Design load_store_unit, sky130hd; sources not shown.
### Supply network, run 1

Scale bar: 50 um. Pins as bars on the die edge. Tap cells in gray.
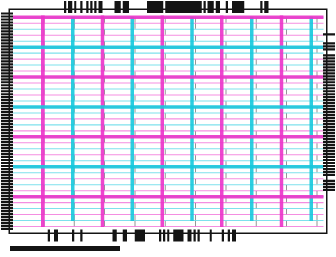
Key: VDD = cyan; VSS = magenta
36 met1 rails follow the rows. The core has 35 rows. 7 straps on met5. 185 tap cells. 10 straps on met4.
worst vdd ir: 0.8965 mV
core area: 13,440 um2
die width: 143.7 um

### Placement by cell class, run 1

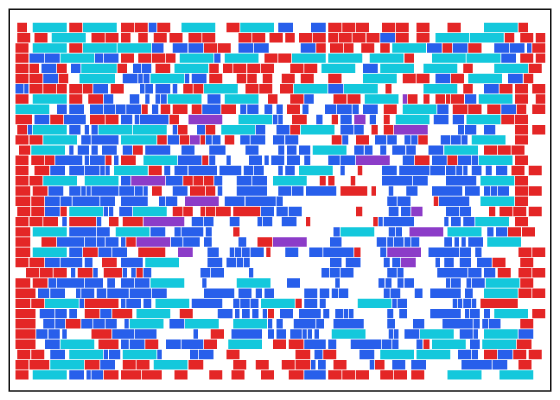
Key: clock drivers and dummy loads = purple [cells 16]; remaining buffers and delay cells = red [cells 320]; sequential cells = cyan [cells 103]; combinational and other logic = blue [cells 461]
flop share of the area: 0.2516
row count: 35

### Routed clock nets over the placement, run 1

Scale bar: 50 um.
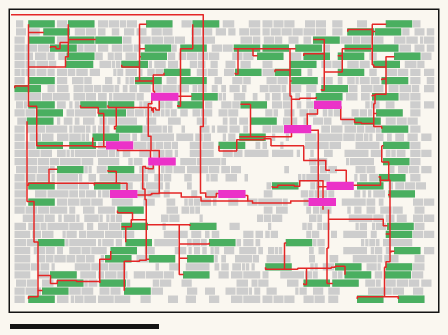
Key: clock wires = red [length 1,460 um]; flip-flops = green [count 103]; clock drivers = magenta [count 9]
Position of the flops: all over the die. There are 10 routed clock nets.
clk pwr: 1.72 mW
Setup Skew: 0.008186 ns

==> ci_impl_report.md, run 1 <==
## Implementation flow summary

| Metric | Value |
|---|---|
| Outcome | complete, but fails checks |
| Failing checks | negative setup slack |
| Area fraction in compound gates | 0.1820 |
| Number of buffers and inverters on the critical path | 4 |
| Number of max-cap violations | 0 |
| Mapped Cells | 649 |
| Met2 WL | 12,610 um |
| Power share of the clock group | 0.119 |
| Chip footprint | 14,550 um2 |
| Critical path, cell by cell | buf_6 > nor3b_2 > buf_6 > buf_4 > nor2_1 > a211oi_4 > buf_6 |
| M1 WL | 10,850 um |
| Max-slew violation count | 0 |
| Commonest non-fill, non-tap cells in the layout | clkdlybuf4s50_1 (167), dfrtp_1 (100), mux2_2 (81), buf_4 (59), nand2_1 (42) |
| Synth Area in Simple Gates | 0.1042 |
| Comb gates | 452 |
| Routed len/inst | about 26 um |
| Xor+xnor area frac | 0.001297 |
| Tool warnings | 29 |
| Syn Area/Cell | 10.40 um2 |
| Diode count | 2 |
| Yosys adder share | 0 |
| ClkCell Share | 0.02988 |
| Dominant comb cell | multiplexers |
| Most used routing layer | met2 |
| Finished Cell Area | 10,260 um2 |
| Min Hold Slack | 0.5113 ns |
| Critical path launch point type | register |
| Post-route setup slack | -0.3046 ns |
| Worst slew pin tran | a little over 0.9 ns |
| Hold Path Class | reg -> reg |
| PwrDens | 1411 nW/um2 |
| Non-CTS inverters | 9 |
| Post-CTS setup repair buffer count | 23 |
| Setup violators final | 36 |
| Final setup TNS | -6.809 ns |
### Metal layers overlaid, run 1

Scale bar: 50 um. Only two layers are drawn.
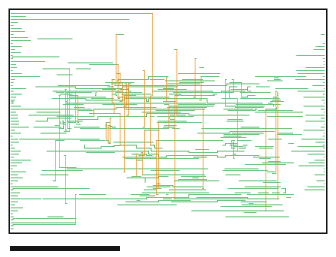

==> inputs of run 2 (changes only) <==
--- a/config.mk
+++ b/config.mk
@@ -6,11 +6,11 @@
 export NUM_CORES = 1
 export LEC_CHECK = 0
 export CORE_ASPECT_RATIO = 0.7
-export CORE_UTILIZATION = 48
+export CORE_UTILIZATION = 47
 export DETAILED_ROUTE_END_ITERATION = 8
 export GPL_TIMING_DRIVEN = 0
 export HOLD_SLACK_MARGIN = 0.08
-export PLACE_DENSITY = 0.82
+export PLACE_DENSITY = 0.81
 export SLEW_MARGIN = 20
 export SYNTH_ARGS = -nofsm -noshare
 export SYNTH_HDL_FRONTEND = slang
==> constraint.sdc (replaced) <==
create_clock -name clk -period 2.2 [get_ports clk]
set_input_delay 0.44 -clock clk [delete_from_list [all_inputs] [get_ports clk]]
set_output_delay 0.44 -clock clk [all_outputs]
set_load 0.005 [all_outputs]
### Metal layers overlaid, run 2

Scale bar: 50 um. Only two layers are drawn.
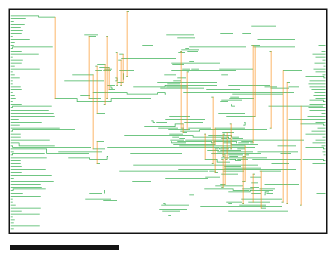
Key: metal 3 = green [wire length 2,860 um]; metal 4 = orange [wire length 787 um]
Tot GR Track Use: 0.3612
routed len/inst: 24.20 um

==> ci_impl_report.md, run 2 <==
## Implementation flow summary

| Metric | Value |
|---|---|
| Failing checks | negative setup slack |
| Min Hold Slack | 0.4920 ns (-0.01927 ns) |
| M1 WL | 10,950 um (+0.87%) |
| Chip footprint | 14,850 um2 (+2.1%) |
| Clk pwr | 1.61 mW (-6%) |
| Setup violators final | 36 (unchanged) |
| Row count | 36 (+2.9%) |
| Most used routing layer | met2 |
| Critical path, cell by cell | buf_6 > or3b_4 > nor2_4 > buf_6 > nand2_2 > a21oi_2 > buf_2 |
| Comb gates | 452 (unchanged) |
| Synth Area in Simple Gates | 0.1042 (unchanged) |
| Post-CTS setup repair buffer count | 25 (+8.7%) |
| Max-slew violation count | 0 (unchanged) |
| Worst slew pin tran | 0.7323 ns (-0.1812 ns) |
| Die width | 145.2 um (+1.0%) |
| Met2 WL | 11,950 um (-5.3%) |
| Outcome | complete, but fails checks |
| Syn Area/Cell | 10.40 um2 (unchanged) |
| Post-route setup slack | -0.2817 ns (+0.02292 ns) |
| Finished Cell Area | 10,000 um2 (-2.5%) |
| ClkCell Share | 0.02914 (-0.0007386) |
| Diode count | 0 (-2) |
| Critical path launch point type | register |
| PwrDens | 1191 nW/um2 (-16%) |
### Routed clock nets over the placement, run 2

Scale bar: 50 um.
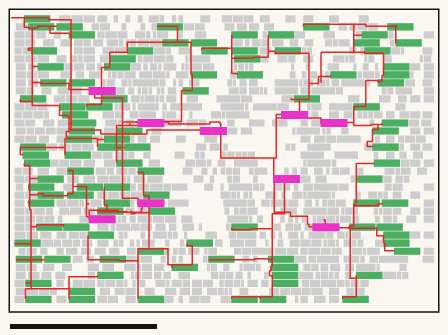
Key: clock wires = red [length 1,360 um]; flip-flops = green [count 103]; clock drivers = magenta [count 9]
There are 10 routed clock nets. Position of the flops: all over the die.
power share of the clock group: 0.135
Setup Skew: 0.006902 ns

### Placement by cell class, run 2

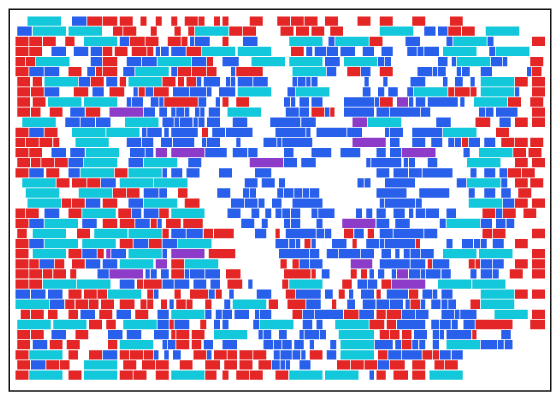

==> inputs of run 3 (changes only) <==
==> constraint.sdc (replaced) <==
create_clock -name clk -period 2.2 [get_ports clk]
set_input_delay 0.44 -clock clk [delete_from_list [all_inputs] [get_ports clk]]
set_output_delay 0.44 -clock clk [all_outputs]
set_load 0.05 [all_outputs]
### Placement by cell class, run 3

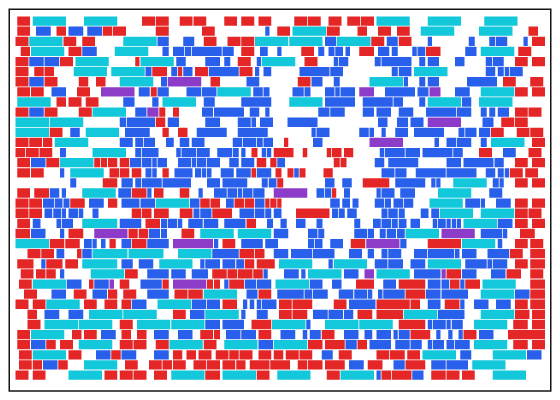
Key: remaining buffers and delay cells = red [cells 330]; sequential cells = cyan [cells 103]; clock drivers and dummy loads = purple [cells 16]; combinational and other logic = blue [cells 461]
Finished Cell Area: 10,410 um2
core area: 13,960 um2

==> ci_impl_report.md, run 3 <==
## Implementation flow summary

| Metric | Value |
|---|---|
| Row count | 36 (unchanged) |
| Critical path launch point type | register |
| Die width | 145.2 um (unchanged) |
| Failing checks | negative setup slack |
| Comb gates | 452 (unchanged) |
| Clk pwr | 1.68 mW (+4%) |
| Worst slew pin tran | 0.7903 ns (+0.05798 ns) |
| Syn Area/Cell | 10.40 um2 (unchanged) |
| Min Hold Slack | 0.5038 ns (+0.01176 ns) |
| Most used routing layer | met2 |
| ClkCell Share | 0.02874 (-0.0004032) |
| Power share of the clock group | 0.118 (-0.017) |
| Met2 WL | 11,370 um (-4.9%) |
| Setup Skew | 0.007431 ns (+0.0005294 ns) |
| Setup violators final | 36 (unchanged) |
| Outcome | complete, but fails checks |
| Post-route setup slack | -0.2775 ns (+0.004238 ns) |
| PwrDens | 1370 nW/um2 (+15%) |
| Chip footprint | 14,850 um2 (unchanged) |
| Diode count | 0 (unchanged) |
| Max-slew violation count | 0 (unchanged) |
| Synth Area in Simple Gates | 0.1042 (unchanged) |
### Metal layers overlaid, run 3

Scale bar: 50 um. Only two layers are drawn.
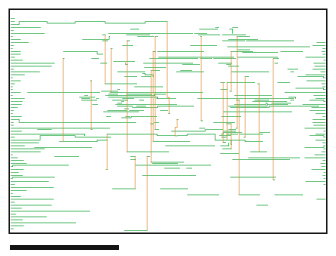
Key: metal 3 = green [wire length 2,720 um]; metal 4 = orange [wire length 721 um]
routed len/inst: 23.35 um
WL final: 25,690 um
Tot GR Track Use: 0.3413
total number of vias: 6,733

Power figures rest on the tool's default switching activity, not on a simulated workload.
